Fig. 1: run 1, wiring by layer
The bar under the picture is 20 um long.
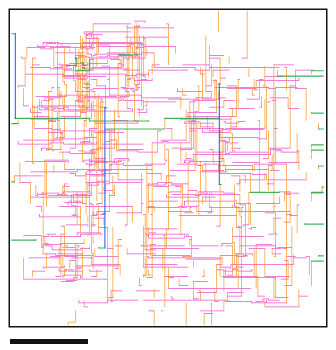
Fig. 2: run 1, sequential cells grouped by signal name
The bar under the picture is 20 um long. Other sequential cells in the stronger gray, the rest of the logic in the fainter gray.
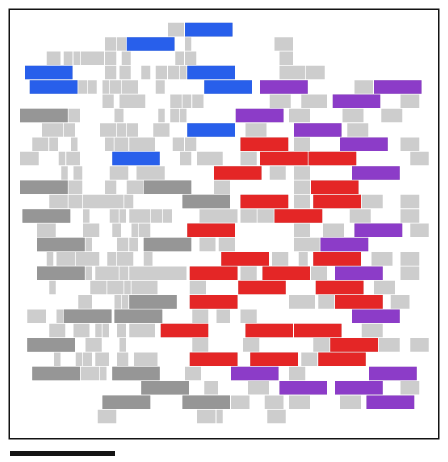
Fig. 3: run 1, track usage over the die
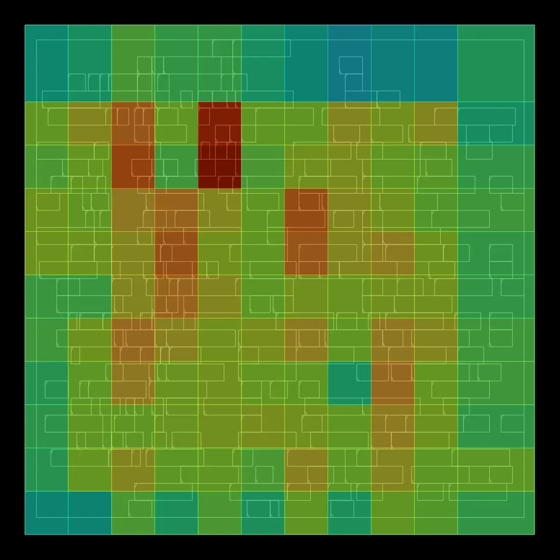
[src/rtl/i2s_mic_rx.sv]
// i2s_mic_rx: master-mode I2S receiver for a MEMS microphone.
// Generates bclk/lrclk from clk and captures one channel of the mic word.
// The word is reduced to signed 16-bit PCM and presented with a single-cycle audio_valid pulse.
// Optional build macro MIC_ROUND_EN: round-half-up (with positive saturation)
// before the reduction to 16 bits; without it the word is simply truncated.
module i2s_mic_rx #(
    parameter int CLK_DIV       = 12,   // clk cycles per bclk half-period, >= 3
    parameter int DATA_BITS     = 24,   // valid mic bits per word, 16..31
    parameter int CHANNEL       = 0,    // 0 = left (lrclk low), 1 = right (lrclk high)
    parameter int WARMUP_FRAMES = 4     // frames discarded after each start, 0..255
) (
    input  logic        clk,
    input  logic        reset,
    input  logic        enable,
    input  logic        sd_in,
    output logic        bclk,
    output logic        lrclk,
    output logic [15:0] pcm_out,
    output logic        audio_valid
);

    localparam int              DIV_W     = $clog2(CLK_DIV);
    localparam logic [DIV_W-1:0] DIV_LAST = DIV_W'(CLK_DIV - 1);
    localparam logic [4:0]      LAST_SLOT = 5'(DATA_BITS);
    localparam logic            CH_HALF   = (CHANNEL != 0);
    localparam logic [7:0]      WARM_LAST = 8'(WARMUP_FRAMES - 1);

    localparam logic [1:0] ST_IDLE   = 2'd0;
    localparam logic [1:0] ST_WARMUP = 2'd1;
    localparam logic [1:0] ST_RUN    = 2'd2;

    logic [1:0]           state_reg;
    logic [DIV_W-1:0]     div_cnt_reg;
    logic                 bclk_reg;
    logic [5:0]           bit_cnt_reg;
    logic [7:0]           warm_cnt_reg;
    logic                 sd_meta_reg;
    logic                 sd_sync_reg;
    logic [DATA_BITS-1:0] shift_reg;
    logic                 cap_reg;
    logic [15:0]          pcm_reg;
    logic                 valid_reg;

    // Clocks start in the same cycle enable is first seen so bclk rises within CLK_DIV clk.
    logic       clocks_on;
    logic       tick;
    logic       fall_evt;
    logic       frame_end;
    logic [4:0] slot;
    logic       in_half;
    logic       shift_clr;
    logic       shift_en;
    logic       capture_evt;

    assign clocks_on   = (state_reg != ST_IDLE) || enable;
    assign tick        = clocks_on && (div_cnt_reg == DIV_LAST);
    assign fall_evt    = tick && bclk_reg;
    assign frame_end   = fall_evt && (bit_cnt_reg == 6'd63);
    assign slot        = bit_cnt_reg[4:0];
    assign in_half     = (bit_cnt_reg[5] == CH_HALF);
    assign shift_clr   = fall_evt && in_half && (slot == 5'd0);
    assign shift_en    = fall_evt && in_half && (slot != 5'd0) && (slot <= LAST_SLOT);
    assign capture_evt = shift_en && (slot == LAST_SLOT) && (state_reg == ST_RUN);

    assign bclk        = bclk_reg;
    assign lrclk       = bit_cnt_reg[5];
    assign pcm_out     = pcm_reg;
    assign audio_valid = valid_reg;

    // Reduction of the assembled word to 16 bits.
    logic [15:0] trunc_w;
    logic [15:0] reduced_w;
    logic        shift_unused;

    assign trunc_w      = shift_reg[DATA_BITS-1 -: 16];
    assign shift_unused = ^shift_reg;

`ifdef MIC_ROUND_EN
    generate
        if (DATA_BITS > 16) begin : g_round
            logic round_bit;
            assign round_bit = shift_reg[DATA_BITS-17];
            // Round half up; +1 on 16'h7FFF would wrap negative, so hold at full scale.
            assign reduced_w = (round_bit && (trunc_w != 16'h7FFF)) ? trunc_w + 16'd1 : trunc_w;
        end else begin : g_pass
            assign reduced_w = trunc_w;
        end
    endgenerate
`else
    assign reduced_w = trunc_w;
`endif

    // Run-state FSM: warm-up frame counting and stop at the end of the current frame.
    always_ff @(posedge clk or posedge reset) begin
        if (reset) begin
            state_reg    <= ST_IDLE;
            warm_cnt_reg <= 8'd0;
        end else begin
            case (state_reg)
                ST_IDLE: begin
                    warm_cnt_reg <= 8'd0;
                    if (enable) begin
                        state_reg <= (WARMUP_FRAMES == 0) ? ST_RUN : ST_WARMUP;
                    end
                end
                ST_WARMUP: begin
                    if (frame_end) begin
                        if (!enable) begin
                            state_reg <= ST_IDLE;
                        end else if (warm_cnt_reg == WARM_LAST) begin
                            state_reg <= ST_RUN;
                        end else begin
                            warm_cnt_reg <= warm_cnt_reg + 8'd1;
                        end
                    end
                end
                ST_RUN: begin
                    if (frame_end && !enable) begin
                        state_reg <= ST_IDLE;
                    end
                end
                default: state_reg <= ST_IDLE;
            endcase
        end
    end

    // bclk divider and frame bit counter; a frame always ends with bclk low and bit_cnt at 0.
    always_ff @(posedge clk or posedge reset) begin
        if (reset) begin
            div_cnt_reg <= '0;
            bclk_reg    <= 1'b0;
            bit_cnt_reg <= 6'd0;
        end else if (!clocks_on) begin
            div_cnt_reg <= '0;
            bclk_reg    <= 1'b0;
            bit_cnt_reg <= 6'd0;
        end else if (tick) begin
            div_cnt_reg <= '0;
            bclk_reg    <= ~bclk_reg;
            if (fall_evt) begin
                bit_cnt_reg <= bit_cnt_reg + 6'd1;
            end
        end else begin
            div_cnt_reg <= div_cnt_reg + 1'b1;
        end
    end

    // Two-flop synchroniser for the mic data line.
    always_ff @(posedge clk or posedge reset) begin
        if (reset) begin
            sd_meta_reg <= 1'b0;
            sd_sync_reg <= 1'b0;
        end else begin
            sd_meta_reg <= sd_in;
            sd_sync_reg <= sd_meta_reg;
        end
    end

    // Deserialiser: cleared on the delay slot, then MSB-first shift of the data slots.
    always_ff @(posedge clk or posedge reset) begin
        if (reset) begin
            shift_reg <= '0;
        end else if (shift_clr) begin
            shift_reg <= '0;
        end else if (shift_en) begin
            shift_reg <= {shift_reg[DATA_BITS-2:0], sd_sync_reg};
        end
    end

    // Output stage: one clk after the last data bit, update pcm_out and pulse audio_valid.
    always_ff @(posedge clk or posedge reset) begin
        if (reset) begin
            cap_reg   <= 1'b0;
            pcm_reg   <= 16'd0;
            valid_reg <= 1'b0;
        end else begin
            cap_reg   <= capture_evt;
            valid_reg <= cap_reg;
            if (cap_reg) begin
                pcm_reg <= reduced_w;
            end
        end
    end

endmodule
[config.mk]
export PLATFORM = sky130hd
export DESIGN_NAME = i2s_mic_rx
export DESIGN_NICKNAME = d
export VERILOG_FILES = /design/src/rtl/i2s_mic_rx.sv
export SDC_FILE = /design/constraint.sdc
export NUM_CORES = 1
export LEC_CHECK = 0
export CAP_MARGIN = 20
export CORE_MARGIN = 1.5
export CORE_UTILIZATION = 45
export DETAILED_ROUTE_END_ITERATION = 10
export SLEW_MARGIN = 10
export SYNTH_ARGS = -nofsm -noshare
export SYNTH_HDL_FRONTEND = slang
export SYNTH_SLANG_ARGS = --single-unit
[constraint.sdc]
create_clock -name clk -period 3.4 [get_ports clk]
set_input_delay 0.34 -clock clk [delete_from_list [all_inputs] [get_ports clk]]
set_output_delay 0.34 -clock clk [all_outputs]
set_load 0.02 [all_outputs]
==> results.yml, run 1 <==
# implementation run metrics
run_status:
  status: "complete, no violations"
sta:
  rsz0062_at_grt: "false"
  finalClockPeriodUsage_pct: 67.86
  drv_slew: 0
  fin_hold_ws_ns: 0.3070
  skew_ns: 0.009491
  hold_viol_final: 0
  relSlewSlack_pct: 36.13
  worstMarginPinSlew_ns: 0.9580
  fmax_mhz: 433.4
  finalWorstPathRequiredPeriod_ns: 2.307
  fin_ws_ns: 1.093
  tns_ns: 0
  setup_viol_count_final: 0
worst_setup_path:
  cp.arrival_ns: 2.58
  reg2reg_from: "div_cnt_reg[0]$_DFF_PP0_"
  crit_required_ns: 3.67
  worstPathMaxFanout: 26
  crit_path_end_kind: "flip-flop"
  startpoint: "div_cnt_reg[0]$_DFF_PP0_"
  start_kind: "flip-flop"
  crit_type: "flip-flop to flip-flop"
routing:
  drt_iter0_markers: 121
  ant_nets: 0
  via_per_inst: 5.512
  num_vias: 1786
  firstDrtPassIters: 4
  wl_um: 4707
  wire_per_inst_um: 14.53
  drc_errors: 0
synth:
  ys_ff: 65
  synthArstFlopShare_pct: 100.0
  synth-main-ff-cell: "dfrtp_1"
  synth_area_per_cell_um2: 12.76
  post_synth_num_cell_types: 40
  fp_nets: 224
  yosys_warnings: 0
  syn_area_mm2: 0.002755
  synth-edff-count: 0
  syn_inst: 216
  ys_seq_share_pct: 59.04
  ys_area_mm2: 0.002755
  ys_cells: 216
floorplan:
  fp.dieW_um: 81.25
  die_h_um: 81.25
  placementRows: 28
  fp-utilization_pct: 46.53
  coreArea_mm2: 0.005921
  ios: 23
  die_area_mm2: 0.006601
global_route:
  grt_pass1_wl_um: 8300
  grt_pass1_vias: 1763
  grt-ovfl-total: 0
  grt_start_max_net_pins: 29
  antenna_found_initial: 0
clocking:
  cts_buffers: 9
  cts_hold_buf: 0
  max-clock-path-buffers: 2
  htree_levels: 3
  clk_latency_ns: 0.33
  post_cts.repair.setup_buffers: 0
  clk_pin_slew_ns: 0.08
  cts_tree: "done"
  cts.sinks: 65
  clockRootBuffer: "clkbuf_8"
  cts_resized: 0
finish:
  nets: 252
  layout_top_cell: "dfrtp_1"
  final_layout_size_suffix_gt1_share_pct: 18.07
  diodes: 0
  num-fill-cells: 520
  area_growth_pct: 16.89
  final_cell_mix: "dfrtp_1, a22o_1, clkdlybuf4s50_1, mux2_2, nor2_1"
  largest_reg_flops: 24
pwr:
  leakage_nw: 1.466
  ir_drop_v: 0.0003706
  p_total_mw: 1.747
  p_per_area_mw_per_mm2: 542.6
placed_design:
  place_ws_ns: 0.7941
  gp_congestion: 0.8032
  portBuffers: 22
  dp_hpwl_um: 3032
run:
  maxCapViolations: 0
  tool_warnings: 27
hold_path:
  hold_path.class: "input port to asynchronous set/reset pin"
-- Fig. 1 (at the start) --
color	layer	wire length
green	M3	143 um
blue	M4	83.6 um
magenta	M1	2400 um
orange	M2	2080 um

-- Fig. 2 (at the start) --
color	signal	flops
purple	`pcm_out`	16
red	`shift_reg`	24
blue	`warm_cnt_reg`	8
not colored	17

-- Fig. 3 (at the start) --
GR Layer Usage met2: 24.33%
Core Util, Final: 54.40%
busiest grt layer: met2
Total GRT Usage: 16.74%
M3 GR Usage: 3.596%

==> run 1: per-stage QoR <==
step	std cells	cell area [um^2]
final	324	3221
after global routing	324	3221
after CTS	324	3221
after detailed placement	308	3019
after global placement	308	3019
after floorplan	216	2755
==> run 1: final cells by class <==
class / instances / area [um^2] / share of cell area [%]
Inverter: 6 / 22.52 / 0.6993
Timing Repair Buffer: 26 / 250.2 / 7.770
Tap cell: 75 / 93.84 / 2.914
Sequential cell: 65 / 1627 / 50.51
Multi-Input combinational cell: 136 / 1026 / 31.86
Clock buffer: 9 / 123.9 / 3.846
Clock inverter: 7 / 77.57 / 2.409
==> run 1: cells by family (layout without fill, tap and decap cells) <==
kind of cell | Yosys count | count (layout) | synth area share (%)
AND-OR/OR-AND | 52 | 52 | 14.17
XOR/XNOR | 5 | 5 | 1.589
adder cells (fa/ha/maj) | 4 | 4 | 1.817
buffers and inverters | 15 | 48 | 3.724
flip-flops | 65 | 65 | 59.04
multiplexers | 18 | 18 | 7.266
AND/OR/NAND/NOR | 57 | 57 | 12.40
==> run 1: critical path: stages, from the launching register on <==
cell	delay, ns
dfrtp_1	0.37
ha_1	0.24
nand4b_1	0.12
buf_4	0.19
a2111o_1	0.68
nor2_8	0.44
a22o_1	0.19
==> run 1: synthesized netlist by cell type (4+ instances only) <==
| library cell | instances | share of area, % |
|---|---|---|
| dfrtp_1 | 65 | 59 |
| a22o_1 | 24 | 7.6 |
| mux2_2 | 16 | 6.5 |
| nor2_1 | 12 | 1.6 |
| nand2_1 | 9 | 1.2 |
| o21ai_0 | 9 | 1.6 |
| a31oi_1 | 8 | 1.8 |
| inv_1 | 6 | 0.82 |
| nand3_1 | 6 | 1.1 |
| nor3_1 | 6 | 1.1 |
| xnor2_1 | 5 | 1.6 |
| a21oi_1 | 4 | 0.73 |
| ha_1 | 4 | 1.8 |
==> run 1: metal layers <==
layer	global-route usage, %	share of wire (%)	vias up
li1	-	-	854
met1	23.44	51	885
met2	24.33	44	38
met3	3.596	3.0	9
met4	8.793	1.8	0
met5	0	0	-
==> run 1: power breakdown <==
group	total, mW	internal [mW]	switching (mW)
registers	0.875	0.826	0.0490
logic	0.212	0.0945	0.117
clock network	0.660	0.345	0.316
==> run 1: final timing paths <==
path	slack, ns	endpoint	cells after the start
max	1.09	shift_reg[1]$_DFFE_PP0P_	6
min	0.31	pcm_out[0]$_DFFE_PP0P_	2
max reg2reg	1.09	shift_reg[1]$_DFFE_PP0P_	6
min reg2reg	0.35	sd_sync_reg$_DFF_PP0_	0
max in group asynchronous	2.39	shift_reg[16]$_DFFE_PP0P_	3
min in group clk	0.35	sd_sync_reg$_DFF_PP0_	0
Fig. 4: run 1, placement by cell class
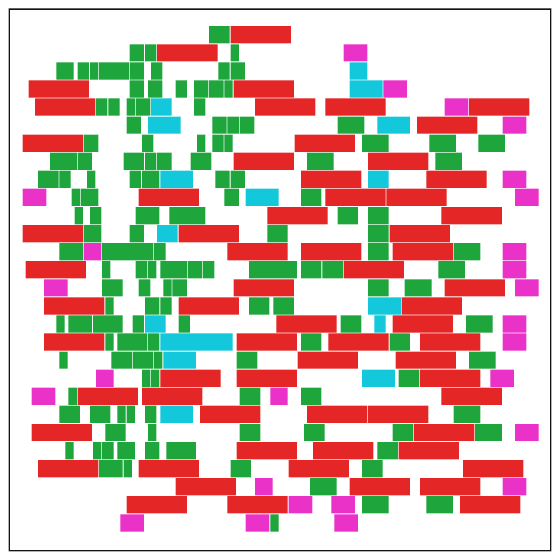

--- run 2 (diff from run 1) ---
--- a/config.mk
+++ b/config.mk
@@ -9,6 +9,7 @@
 export CORE_MARGIN = 1.5
 export CORE_UTILIZATION = 45
 export DETAILED_ROUTE_END_ITERATION = 10
+export PLACE_DENSITY = 0.67
 export SLEW_MARGIN = 10
 export SYNTH_ARGS = -nofsm -noshare
 export SYNTH_HDL_FRONTEND = slang
==> constraint.sdc (replaced) <==
create_clock -name clk -period 2.1 [get_ports clk]
set_input_delay 0.21 -clock clk [delete_from_list [all_inputs] [get_ports clk]]
set_output_delay 0.21 -clock clk [all_outputs]
set_load 0.02 [all_outputs]
Fig. 5: run 2, placement by cell class
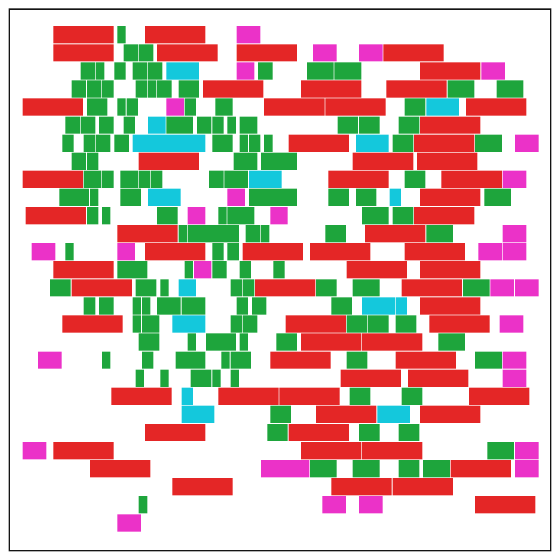
color	class	cells	share of their area
red	sequential cells	65	52%
magenta	remaining buffers and delay cells	30	9.3%
green	remaining logic cells	142	33%
cyan	clock drivers and dummy loads	15	5.8%

==> results.yml, run 2 <==
# implementation run metrics
hold_path:
  hold_path.class: "input port to asynchronous set/reset pin"
worst_setup_path:
  crit_required_ns: 2.30
  cp.arrival_ns: 2.14
  crit_type: "flip-flop to flip-flop"
  crit_path_end_kind: "flip-flop"
sta:
  skew_ns: 0.009593
  relSlewSlack_pct: 52.17
  fin_hold_ws_ns: 0.1401
  finalWorstPathRequiredPeriod_ns: 1.937
  setup_viol_count_final: 0
  fmax_mhz: 516.4
  worstMarginPinSlew_ns: 0.7174
  drv_slew: 0
  hold_viol_final: 0
  finalClockPeriodUsage_pct: 92.22
synth:
  syn_area_mm2: 0.002755
  top_cell: "dfrtp_1"
  synth_area_per_cell_um2: 12.76
  yosys.area.top_type: "dfrtp_1"
  ys_seq_share_pct: 59.04
  ys_top_cells_by_count: "dfrtp_1, a22o_1, mux2_2, nor2_1"
  synthArstFlopShare_pct: 100.0
  synth-edff-count: 0
  top_area_share_pct: 59.04
  synth-main-ff-cell: "dfrtp_1"
  ys_area_mm2: 0.002755
  ys_cells: 216
  ys_ff: 65
pwr:
  power.share.sequential_pct: 51.2
  combPwrFrac_pct: 12.8
  leakage_nw: 1.480
  ir_drop_v: 0.0003808
  power.switching_mw: 0.7435
  p_total_mw: 2.777
  swShare_pct: 26.77
floorplan:
  placementRows: 28
  coreArea_mm2: 0.005921
  die_h_um: 81.25
  die_area_mm2: 0.006601
  ios: 23
  fp-utilization_pct: 46.53
  fp.dieW_um: 81.25
clocking:
  clockRootBuffer: "clkbuf_8"
  cts.sinks: 65
  cts_resized: 0
  cts_buffers: 9
  post_cts.repair.setup_buffers: 0
routing:
  ant_nets: 0
  num_vias: 1798
  firstDrtPassIters: 4
  drt_iter0_markers: 75
  via_per_inst: 5.498
  wl_um: 4782
  wire_per_inst_um: 14.62
global_route:
  track_usage_pct: 16.63
  grt_pass1_vias: 1749
  grt_pass1_wl_um: 8128
finish:
  area_growth_pct: 17.80
  fin_util_pct: 54.82
  combGateArea_mm2: 0.001026
  diodes: 0
  largest_reg_flops: 24
run_status:
  status: "complete, no violations"
placed_design:
  gp_congestion: 0.8822
  dp_hpwl_um: 3206
run:
  maxCapViolations: 0
==> run 2: cell count changes in the layout (fill, tap and decap cells not counted), sizes merged <==
cell / before / now
clkinvlp: 1 / 2
inv: 8 / 6
buf: 4 / 8
==> run 2: final cells by class <==
cell class / instances / share of cell area [%]
Clock buffer: 9 / 3.817
Clock inverter: 6 / 1.850
Inverter: 6 / 0.6939
Timing Repair Buffer: 30 / 9.021
Tap cell: 75 / 2.891
Multi-Input combinational cell: 136 / 31.61
Sequential cell: 65 / 50.12
==> run 2: worst max-delay path, stage by stage, from the launching register on <==
cell	delay, ns
dfrtp_1	0.38
ha_1	0.24
nand4b_1	0.22
buf_4	0.22
o31a_2	0.40
nor2_2	0.23
a31oi_1	0.13
==> run 2: layer usage <==
layer,part of all wire (%),GRT usage [%]
met5,0,0
met4,0.52,7.414
met3,4.7,5.506
met2,48,25.83
met1,47,21.10
==> run 2: cells by family (layout without fill, tap and decap cells) <==
| family | Yosys count | count (layout) | share of synthesized area, % |
|---|---|---|---|
| flops | 65 | 65 | 59.04 |
| compound gates | 52 | 52 | 14.17 |
| xor+xnor | 5 | 5 | 1.589 |
| buf+inv | 15 | 51 | 3.724 |
| fa+ha+maj | 4 | 4 | 1.817 |
| mux | 18 | 18 | 7.266 |
| simple gates | 57 | 57 | 12.40 |
==> run 2: worst paths after layout <==
kind,startpoint,endpoint
min in group clk,sd_in,sd_meta_reg$_DFF_PP0_
worst min-delay path,reset,bit_cnt_reg[4]$_DFFE_PP0P_
worst max-delay path,div_cnt_reg[0]$_DFF_PP0_,warm_cnt_reg[3]$_DFFE_PP0P_
worst min register to register,sd_meta_reg$_DFF_PP0_,sd_sync_reg$_DFF_PP0_
worst max register to register,div_cnt_reg[0]$_DFF_PP0_,warm_cnt_reg[3]$_DFFE_PP0P_
max in group asynchronous,reset,shift_reg[21]$_DFFE_PP0P_
==> run 2: stage by stage <==
stage	instances	instance area (um^2)	worst slack [ns]
2_1_floorplan	216	2755	0.2635
3_3_place_gp	312	3062	0.1761
3_5_place_dp	312	3062	0.1505
4_1_cts	327	3246	0.1706
5_1_grt	327	3246	0.009297
6_report	327	3246	0.1634
==> run 2: power by group through the flow <==
stage,Clock [mW],Sequential [mW],Combinational [mW]
2_1_floorplan,0,1.44,0.271
3_3_place_gp,0,1.44,0.353
3_5_place_dp,0,1.45,0.370
4_1_cts,1.03,1.42,0.368
5_1_grt,1.09,1.44,0.416
6_report,0.999,1.42,0.357
Power and IR drop assume default switching activity.
